**src/rtl/omem_readback_sched_pkg.sv**
```systemverilog
// Shared widths and readback FSM state encodings for the OMEM readback scheduler.
package omem_readback_sched_pkg;

  localparam int WB_WIDTH      = 32;
  localparam int MAX_CORES     = 4;
  localparam int MAX_CORE_BITS = 2;

  typedef enum logic [1:0] {
    RBS_IDLE  = 2'd0,
    RBS_ISSUE = 2'd1,
    RBS_DRAIN = 2'd2
  } rbs_state_t;

endpackage

```
**src/rtl/omem_rb_fifo.sv**
```systemverilog
// Small synchronous FIFO buffering OMEM read returns; head entry is visible combinationally.
module omem_rb_fifo
  import omem_readback_sched_pkg::*;
#(
  parameter int WIDTH = 66,
  parameter int DEPTH = 4
) (
  input  logic                     clk,
  input  logic                     rst_n,
  input  logic                     flush,
  input  logic                     push,
  input  logic [WIDTH-1:0]         push_data,
  input  logic                     pop,
  output logic [WIDTH-1:0]         pop_data,
  output logic [$clog2(DEPTH):0]   count,
  output logic                     empty
);

  localparam int PW = $clog2(DEPTH);
  localparam int CW = PW + 1;

  logic [WIDTH-1:0] mem [DEPTH];
  logic [PW-1:0]    wr_ptr;
  logic [PW-1:0]    rd_ptr;
  logic             full;

  assign empty    = (count == '0);
  assign full     = (count == CW'(DEPTH));
  assign pop_data = mem[rd_ptr];

  always_ff @(posedge clk or negedge rst_n) begin
    if (!rst_n) begin
      wr_ptr <= '0;
      rd_ptr <= '0;
      count  <= '0;
    end else if (flush) begin
      wr_ptr <= '0;
      rd_ptr <= '0;
      count  <= '0;
    end else begin
      if (push) wr_ptr <= wr_ptr + 1'b1;
      if (pop)  rd_ptr <= rd_ptr + 1'b1;
      case ({push, pop})
        2'b10:   count <= count + 1'b1;
        2'b01:   count <= count - 1'b1;
        default: count <= count;
      endcase
    end
  end

  // Storage needs no reset: entries are only observable while count covers them.
  always_ff @(posedge clk) begin
    if (push && !flush) mem[wr_ptr] <= push_data;
  end

  // The scheduler's credit scheme must never let a push land on a full FIFO.
  assert property (@(posedge clk) disable iff (!rst_n) !(push && full && !pop));

endmodule

```
**src/rtl/omem_readback_sched.sv**
```systemverilog
// Drains per-core OMEM banks after a render pass into a tagged valid/ready stream.
// Optional READBACK_CHECKSUM_EN adds oChecksum, a running sum of popped beat data.
module omem_readback_sched
  import omem_readback_sched_pkg::*;
#(
  parameter int DATA_W     = WB_WIDTH,
  parameter int ADDR_W     = WB_WIDTH,
  parameter int CORES      = MAX_CORES,
  parameter int CORE_BITS  = MAX_CORE_BITS,
  parameter int RD_LAT     = 1,
  parameter int FIFO_DEPTH = 4
) (
  input  logic                 Clock,
  input  logic                 Reset,
  input  logic                 iStart,
  input  logic                 iAbort,
  input  logic [CORES-1:0]     iCoreMask,
  input  logic [ADDR_W-1:0]    iWordsPerCore,
  output logic [CORE_BITS-1:0] oOMEMBankSelect,
  output logic [ADDR_W-1:0]    oOMEMReadAddress,
  input  logic [DATA_W-1:0]    iOMEMData,
  output logic                 oValid,
  input  logic                 iReady,
  output logic [DATA_W-1:0]    oData,
  output logic [CORE_BITS-1:0] oCoreId,
  output logic [ADDR_W-1:0]    oWordAddr,
  output logic                 oBusy,
  output logic                 oDone
`ifdef READBACK_CHECKSUM_EN
  , output logic [DATA_W-1:0]  oChecksum
`endif
);

  localparam int ENTRY_W = DATA_W + CORE_BITS + ADDR_W;
  localparam int CNT_W   = $clog2(FIFO_DEPTH) + 1;
  localparam int OCC_W   = 16;

  rbs_state_t state;
  logic [CORES-1:0]     mask_q;
  logic [ADDR_W-1:0]    count_q;
  logic [RD_LAT-1:0]    tag_valid;
  logic [CORE_BITS-1:0] tag_core [RD_LAT];
  logic [ADDR_W-1:0]    tag_addr [RD_LAT];

  logic [CNT_W-1:0]     fifo_count;
  logic                 fifo_empty;
  logic [ENTRY_W-1:0]   fifo_head;
  logic [DATA_W-1:0]    head_data;
  logic [CORE_BITS-1:0] head_core;
  logic [ADDR_W-1:0]    head_addr;
  logic [OCC_W-1:0]     inflight;
  logic [OCC_W-1:0]     occupancy;
  logic [CORE_BITS-1:0] first_core;
  logic [CORE_BITS-1:0] next_core;
  logic                 next_found;
  logic                 issue;
  logic                 push;
  logic                 pop;
  logic                 drained;

  always_comb begin
    inflight = '0;
    for (int i = 0; i < RD_LAT; i++) inflight = inflight + OCC_W'(tag_valid[i]);
  end

  // Lowest set bit of the incoming mask, and the next set bit above the current bank.
  always_comb begin
    first_core = '0;
    next_core  = '0;
    next_found = 1'b0;
    for (int i = CORES - 1; i >= 0; i--) begin
      if (iCoreMask[i]) first_core = CORE_BITS'(i);
      if (mask_q[i] && (i > int'(oOMEMBankSelect))) begin
        next_core  = CORE_BITS'(i);
        next_found = 1'b1;
      end
    end
  end

  assign occupancy = OCC_W'(fifo_count) + inflight;
  assign issue     = (state == RBS_ISSUE) && !iAbort && (occupancy < OCC_W'(FIFO_DEPTH));
  assign push      = tag_valid[RD_LAT-1] && !iAbort;
  assign pop       = oValid && iReady;
  assign drained   = (inflight == '0) &&
                     (fifo_empty || ((fifo_count == CNT_W'(1)) && pop));

  assign {head_data, head_core, head_addr} = fifo_head;
  assign oValid    = !fifo_empty;
  assign oData     = fifo_empty ? '0 : head_data;
  assign oCoreId   = fifo_empty ? '0 : head_core;
  assign oWordAddr = fifo_empty ? '0 : head_addr;
  assign oBusy     = (state != RBS_IDLE);

  always_ff @(posedge Clock or negedge Reset) begin
    if (!Reset) begin
      state            <= RBS_IDLE;
      mask_q           <= '0;
      count_q          <= '0;
      oOMEMBankSelect  <= '0;
      oOMEMReadAddress <= '0;
      oDone            <= 1'b0;
    end else begin
      oDone <= 1'b0;
      if (iAbort) begin
        state <= RBS_IDLE;
      end else begin
        case (state)
          RBS_IDLE: if (iStart) begin
            mask_q           <= iCoreMask;
            count_q          <= iWordsPerCore;
            oOMEMBankSelect  <= first_core;
            oOMEMReadAddress <= '0;
            state <= ((iCoreMask == '0) || (iWordsPerCore == '0)) ? RBS_DRAIN : RBS_ISSUE;
          end
          RBS_ISSUE: if (issue) begin
            if (oOMEMReadAddress == count_q - 1'b1) begin
              if (next_found) begin
                oOMEMBankSelect  <= next_core;
                oOMEMReadAddress <= '0;
              end else begin
                state <= RBS_DRAIN;
              end
            end else begin
              oOMEMReadAddress <= oOMEMReadAddress + 1'b1;
            end
          end
          RBS_DRAIN: if (drained) begin
            oDone <= 1'b1;
            state <= RBS_IDLE;
          end
          default: state <= RBS_IDLE;
        endcase
      end
    end
  end

  // Tags follow each read for RD_LAT cycles so returning data can be labelled.
  always_ff @(posedge Clock or negedge Reset) begin
    if (!Reset) begin
      tag_valid <= '0;
      for (int i = 0; i < RD_LAT; i++) begin
        tag_core[i] <= '0;
        tag_addr[i] <= '0;
      end
    end else begin
      tag_valid[0] <= issue;
      tag_core[0]  <= oOMEMBankSelect;
      tag_addr[0]  <= oOMEMReadAddress;
      for (int i = 1; i < RD_LAT; i++) begin
        tag_valid[i] <= tag_valid[i-1];
        tag_core[i]  <= tag_core[i-1];
        tag_addr[i]  <= tag_addr[i-1];
      end
      if (iAbort) tag_valid <= '0;
    end
  end

  omem_rb_fifo #(
    .WIDTH (ENTRY_W),
    .DEPTH (FIFO_DEPTH)
  ) u_fifo (
    .clk       (Clock),
    .rst_n     (Reset),
    .flush     (iAbort),
    .push      (push),
    .push_data ({iOMEMData, tag_core[RD_LAT-1], tag_addr[RD_LAT-1]}),
    .pop       (pop),
    .pop_data  (fifo_head),
    .count     (fifo_count),
    .empty     (fifo_empty)
  );

`ifdef READBACK_CHECKSUM_EN
  always_ff @(posedge Clock or negedge Reset) begin
    if (!Reset) begin
      oChecksum <= '0;
    end else if (iAbort || ((state == RBS_IDLE) && iStart)) begin
      oChecksum <= '0;
    end else if (pop) begin
      oChecksum <= oChecksum + oData;
    end
  end
`endif

endmodule

```
**config.mk**
```make
export PLATFORM = sky130hd
export DESIGN_NAME = omem_readback_sched
export DESIGN_NICKNAME = d
export VERILOG_FILES = /design/src/rtl/omem_readback_sched_pkg.sv /design/src/rtl/omem_rb_fifo.sv /design/src/rtl/omem_readback_sched.sv
export SDC_FILE = /design/constraint.sdc
export NUM_CORES = 1
export LEC_CHECK = 0
export CAP_MARGIN = 15
export CORE_MARGIN = 1.5
export CORE_UTILIZATION = 30
export CTS_CLUSTER_DIAMETER = 150
export CTS_CLUSTER_SIZE = 12
export DETAILED_ROUTE_END_ITERATION = 10
export GPL_TIMING_DRIVEN = 0
export PLACE_DENSITY_LB_ADDON = 0.05
export SLEW_MARGIN = 15
export SYNTH_ARGS = -nofsm -noshare
export SYNTH_HDL_FRONTEND = slang
export SYNTH_HIERARCHICAL = 1
export SYNTH_SLANG_ARGS = --single-unit
```
**constraint.sdc**
```tcl
create_clock -name Clock -period 6.6 [get_ports Clock]
set_clock_uncertainty 0.15 [all_clocks]
set_input_delay 0.99 -clock Clock [delete_from_list [all_inputs] [get_ports Clock]]
set_output_delay 0.99 -clock Clock [all_outputs]
set_load 0.03 [all_outputs]
```
### Routed metal, one colour a layer, run 1

Drawn at 1.5 px/um.
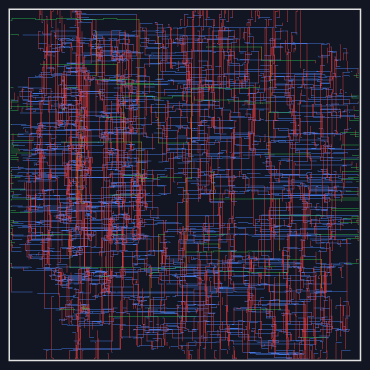
met1 -> blue  # wire length 18600 um
met2 -> red  # wire length 19800 um
met4 -> orange  # wire length 754 um
met3 -> green  # wire length 1570 um
final wirelength: 40600 um
WL per Instance: 21.3 um
GRT Overall Usage: 0.154
via count of the routed design: 9213

### I/O nets highlighted, run 1

Drawn at 2 px/um.
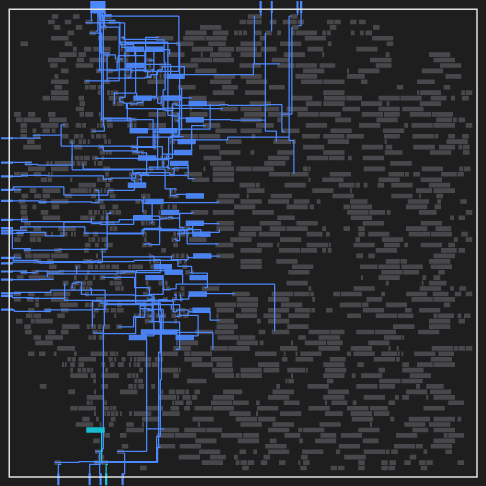
oDone -> cyan  # direction output, end cells 1, buffers 1, wire 23.2 um
oOMEMReadAddress -> blue  # direction output, end cells 32, buffers 32, wire 4940 um
I/O Buffers: 175
IO Pins: 176

### Register map, names as in the netlist, run 1

Drawn at 1 px/um. Other sequential cells in the stronger grey, the rest of the logic in the fainter grey.
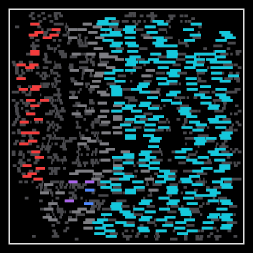
u_fifo/wr_ptr -> blue  # sequential cells 2
count_q -> red  # sequential cells 32
u_fifo/mem -> cyan  # sequential cells 264
u_fifo/count -> purple  # sequential cells 3
not coloured = 77
Seq/total area: 0.547
Finished Core Util: 0.376
seq pwr: 2870 uW

==> results.cfg, run 1 <==
; physical design summary
[run_status]
status = finished clean

[power_and_ir_drop]
p_per_area_mw_per_mm2 = 350
p_int_uw = 4700
power_leader = sequential cells
clock_power_uw = 1980
p_leak_uw = 0.00665
clkPwrFrac = 0.286
switching_share = 0.320
power_uw = 6900
ir_drop_v = 0.000190

[yosys]
simple_gate_share = 0.105
ys_seq_elements = 378
common_cells = edfxtp_1 (264), dfrtp_1 (114), nor2b_1 (76)
yosys_cells = 978
adder_share = 0.00599
largest_area_cell = edfxtp_1
syn_inst = 978
ys_types = 68
top_logic_kind = multiplexers
synthMostInstantiatedCell = edfxtp_1
yosysWarningCount = 6
area_leaders = edfxtp_1 (50%), dfrtp_1 (18%), mux4_2 (9.4%)
ys_seq_frac = 0.679
edf_count = 264
syn_area_mm2 = 0.0159
avgSynthCellArea_um2 = 16.2
syn_nets = 1058
mux_area_frac = 0.120

[clocking]
clock-sinks = 378
cts.clk_slew.worst_paths_ns = 0.06
numCtsBuffers = 37
cts_tree = done
root_buffer = clkbuf_16
clock_path_buffers = 3
post_cts_buffers = 0
clock_latency_ns = 0.56

[final_layout]
antenna_cells = 0
fillerInstances = 4900
syn_to_final_growth_pct = 24.2
fin_area_mm2 = 0.0197
final_net_count = 1277

[grt]
antenna_found_initial = 0
grt_pass1_wl_um = 61900
grt_max_degree = 69
grt.overflow.total = 0

[timing]
max_freq_mhz = 197
setup_viol = 0
min_period_over_period = 0.770
slew_headroom = 0.215
hold_viol = 0
tightest_slew_ns = 1.17

[die]
dieWidth_um = 233
initCoreUtil = 0.303
die_y_um = 233
core.rowCount = 84

[worst_setup_path]
worstSetupStartpointType = flop
cp_common_cell = clkbuf_1
rr_endpoint = oOMEMReadAddress[12]
critPathCaptureType = output pin
cp_slowest_cell = nor3_1
crit_type = reg -> out
reg2reg_depth = 12
worstSetupEndpoint = oWordAddr[20]
cp.required_ns = 5.46
critPathTopFamily = buffers and inverters
worst-path-stages = 5
r2r-start = count_q[0]
cpPeakStageDelay_ns = 0.96
path_cells = nor3_1 -> clkbuf_1 -> clkbuf_1 -> nor2b_1 -> clkdlybuf4s50_1
critPathBufInv = 3
crit_path_max_fanout = 10
r2r_setup_slack_ns = 1.83

[routing]
vias_per_cell = 4.83
drt_iter0_drc = 448
drcViolationCount = 0
final_antenna_net_count = 0
dr.pass1.iters = 5

[placed_design]
place_ws_ns = 1.74
dpl.cell_count = 1846
place_congestion = 0.746
dp.final_hpwl_um = 27500

[flow_run]
warnings = 29

[min_path]
worstHoldPathType = in -> async
==> run 1: layout make-up <==
cell class,instances,area [um2],area share
plain buffers,36,230,0.0117
clock buffers,61,1060,0.0537
clock inverters,2,17.5,0.000888
inverters,12,45.0,0.00228
multi-input cells,552,4840,0.245
flip-flops and latches,378,10800,0.547
well taps,688,861,0.0436
repair buffers,180,1890,0.0959
==> run 1: logic make-up after synthesis <==
group	Yosys count
xor gates and xnor gates	50
and+or+nand+nor	286
adders and majority gates	7
DFF	378
muxes	103
AOI/OAI and AO/OA	106
buffers and inverters	48
==> run 1: metal layers <==
layer  vias to the layer above  part of all wire  GRT usage
met5                         -                 0          0
met4                         0             0.019     0.0369
met3                        53             0.039     0.0302
met2                       177              0.49      0.255
met1                      4725              0.46      0.208
li1                       4258                 -          -
### Gate families picked out, run 1

Drawn at 1.5 px/um.
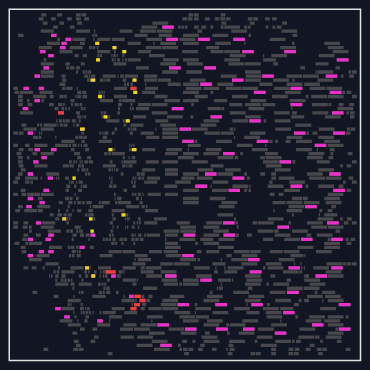

==> run 1 -> run 2 <==
==> constraint.sdc (replaced) <==
create_clock -name Clock -period 4.6 [get_ports Clock]
set_clock_uncertainty 0.15 [all_clocks]
set_input_delay 0.69 -clock Clock [delete_from_list [all_inputs] [get_ports Clock]]
set_output_delay 0.69 -clock Clock [all_outputs]
set_load 0.03 [all_outputs]
### Gate families picked out, run 2

Drawn at 1.5 px/um.
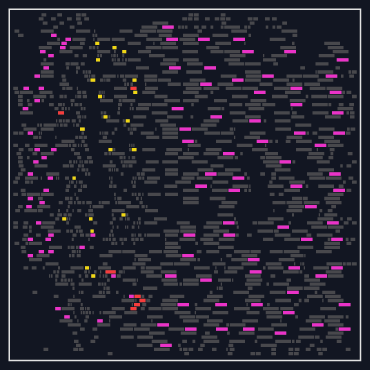
AND-OR and OR-AND gates -> yellow  # cells 20, most used a22o_1
multiplexers -> magenta  # cells 103, most used mux4_2, where widely spread
adder and majority cells -> red  # cells 7, most used ha_1
Commonest Layout Cell: edfxtp_1
final non-filler cell total: 1912
logic share of the area: 0.246

### Register map, names as in the netlist, run 2

Drawn at 1 px/um. Other sequential cells in the stronger grey, the rest of the logic in the fainter grey.
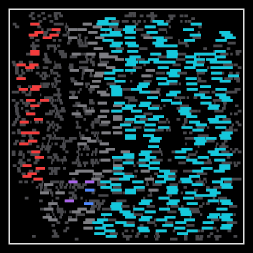
u_fifo/count -> purple  # sequential cells 3
u_fifo/mem -> cyan  # sequential cells 264
u_fifo/wr_ptr -> blue  # sequential cells 2
count_q -> red  # sequential cells 32
not coloured = 77

==> run 2 against run 1 <==
  * Register-to-register slack got worse by 1.4 ns
  * Highest routed layer unchanged
  * Sequential power rose by 44%
  * Critical endpoint unchanged
  * Non-clock buffer count rose by 3
  * Total power rose by 44%
==> results.cfg, run 2 <==
; physical design summary
[run_status]
status = finished clean

[final_layout]
buffers = 219
syn_to_final_growth_pct = 24.5
comb_cells = 552
fillerInstances = 4904
nClkBuffers = 61
final_net_count = 1280
buf_share = 0.109
utilization = 0.377
sh_seq_area = 0.545
n_all_inverters = 12
fin_area_mm2 = 0.0198
comb_area_mm2 = 0.00486
clk_share = 0.0544
seq_cells = 378
flop_area_mm2 = 0.0108
antenna_cells = 0

[worst_setup_path]
critPathBufInv = 3
crit_path_max_fanout = 10
worst-path-stages = 5
reg2reg_depth = 12
crit_type = reg -> out
critPathCaptureType = output pin
cp_slowest_cell = clkdlybuf4s50_1
cp.required_ns = 3.76
cpPeakStageDelay_ns = 0.63
worstSetupStartpointType = flop

[grt]
grt_pass1_wl_um = 62000
grt_max_degree = 69
grt_use_met3 = 0.0302
grt_usage = 0.154
met1_usage = 0.207
antenna_found_initial = 0

[yosys]
synthMostInstantiatedCell = edfxtp_1
yosysWarningCount = 6
common_cells = edfxtp_1 (264), dfrtp_1 (114), nor2b_1 (76)
ys_seq_elements = 378
syn_area_mm2 = 0.0159
mux_area_frac = 0.120
simple_gate_share = 0.105
yosys_cells = 978
largest_area_cell = edfxtp_1
area_leaders = edfxtp_1 (50%), dfrtp_1 (18%), mux4_2 (9.4%)
avgSynthCellArea_um2 = 16.2
syn_nets = 1058
edf_count = 264
ys_types = 68

[routing]
final_antenna_net_count = 0
top_layer = met4
dr_wl_met3_um = 1590
drt_iter0_drc = 432
wl_met2_um = 19700
drcViolationCount = 0
wirelength_um = 40700
met1_length_um = 18600
wl_per_cell_um = 21.3
vias_per_cell = 4.81
dr.pass1.iters = 4

[timing]
min_period_over_period = 0.912
slew_headroom = 0.500
hold_viol = 0
setup_viol = 0
max_freq_mhz = 238
tightest_slew_ns = 0.750

[die]
die_y_um = 233
io_pins = 176
dieWidth_um = 233
core.rowCount = 84
initCoreUtil = 0.303
taps = 688

[placed_design]
io_buffers = 175
dp.final_hpwl_um = 27500
place_congestion = 0.746
place_ws_ns = -0.262

[power_and_ir_drop]
clock_power_uw = 2830
switching_share = 0.320
p_per_area_mw_per_mm2 = 502
p_seq_uw = 4130
ir_drop_v = 0.000274
p_int_uw = 6750

[clocking]
clock_latency_ns = 0.55
clock-sinks = 378
numCtsBuffers = 37

[min_path]
worstHoldPathType = reg -> reg
-- run 2: netlist changes by cell type in the layout (fill, tap and decap cells not counted), sizes merged --
cell         before  now
buf              30   32
dlygate4sd3       0    1
-- run 2: path summary, 6_finish.rpt --
path                                       end  slack [ns]       startpoint
max                              oWordAddr[20]        0.40  u_fifo/count[0]
min                           u_fifo/mem[3][5]        0.33      tag_addr[5]
max reg2reg                oOMEMReadAddress[3]        0.45       count_q[0]
min reg2reg                   u_fifo/mem[3][5]        0.33      tag_addr[5]
max in group asynchronous      u_fifo/count[1]        3.08            Reset
min in group asynchronous           count_q[8]        0.48            Reset
Power figures rest on the tool's default switching activity, not on a simulated workload.
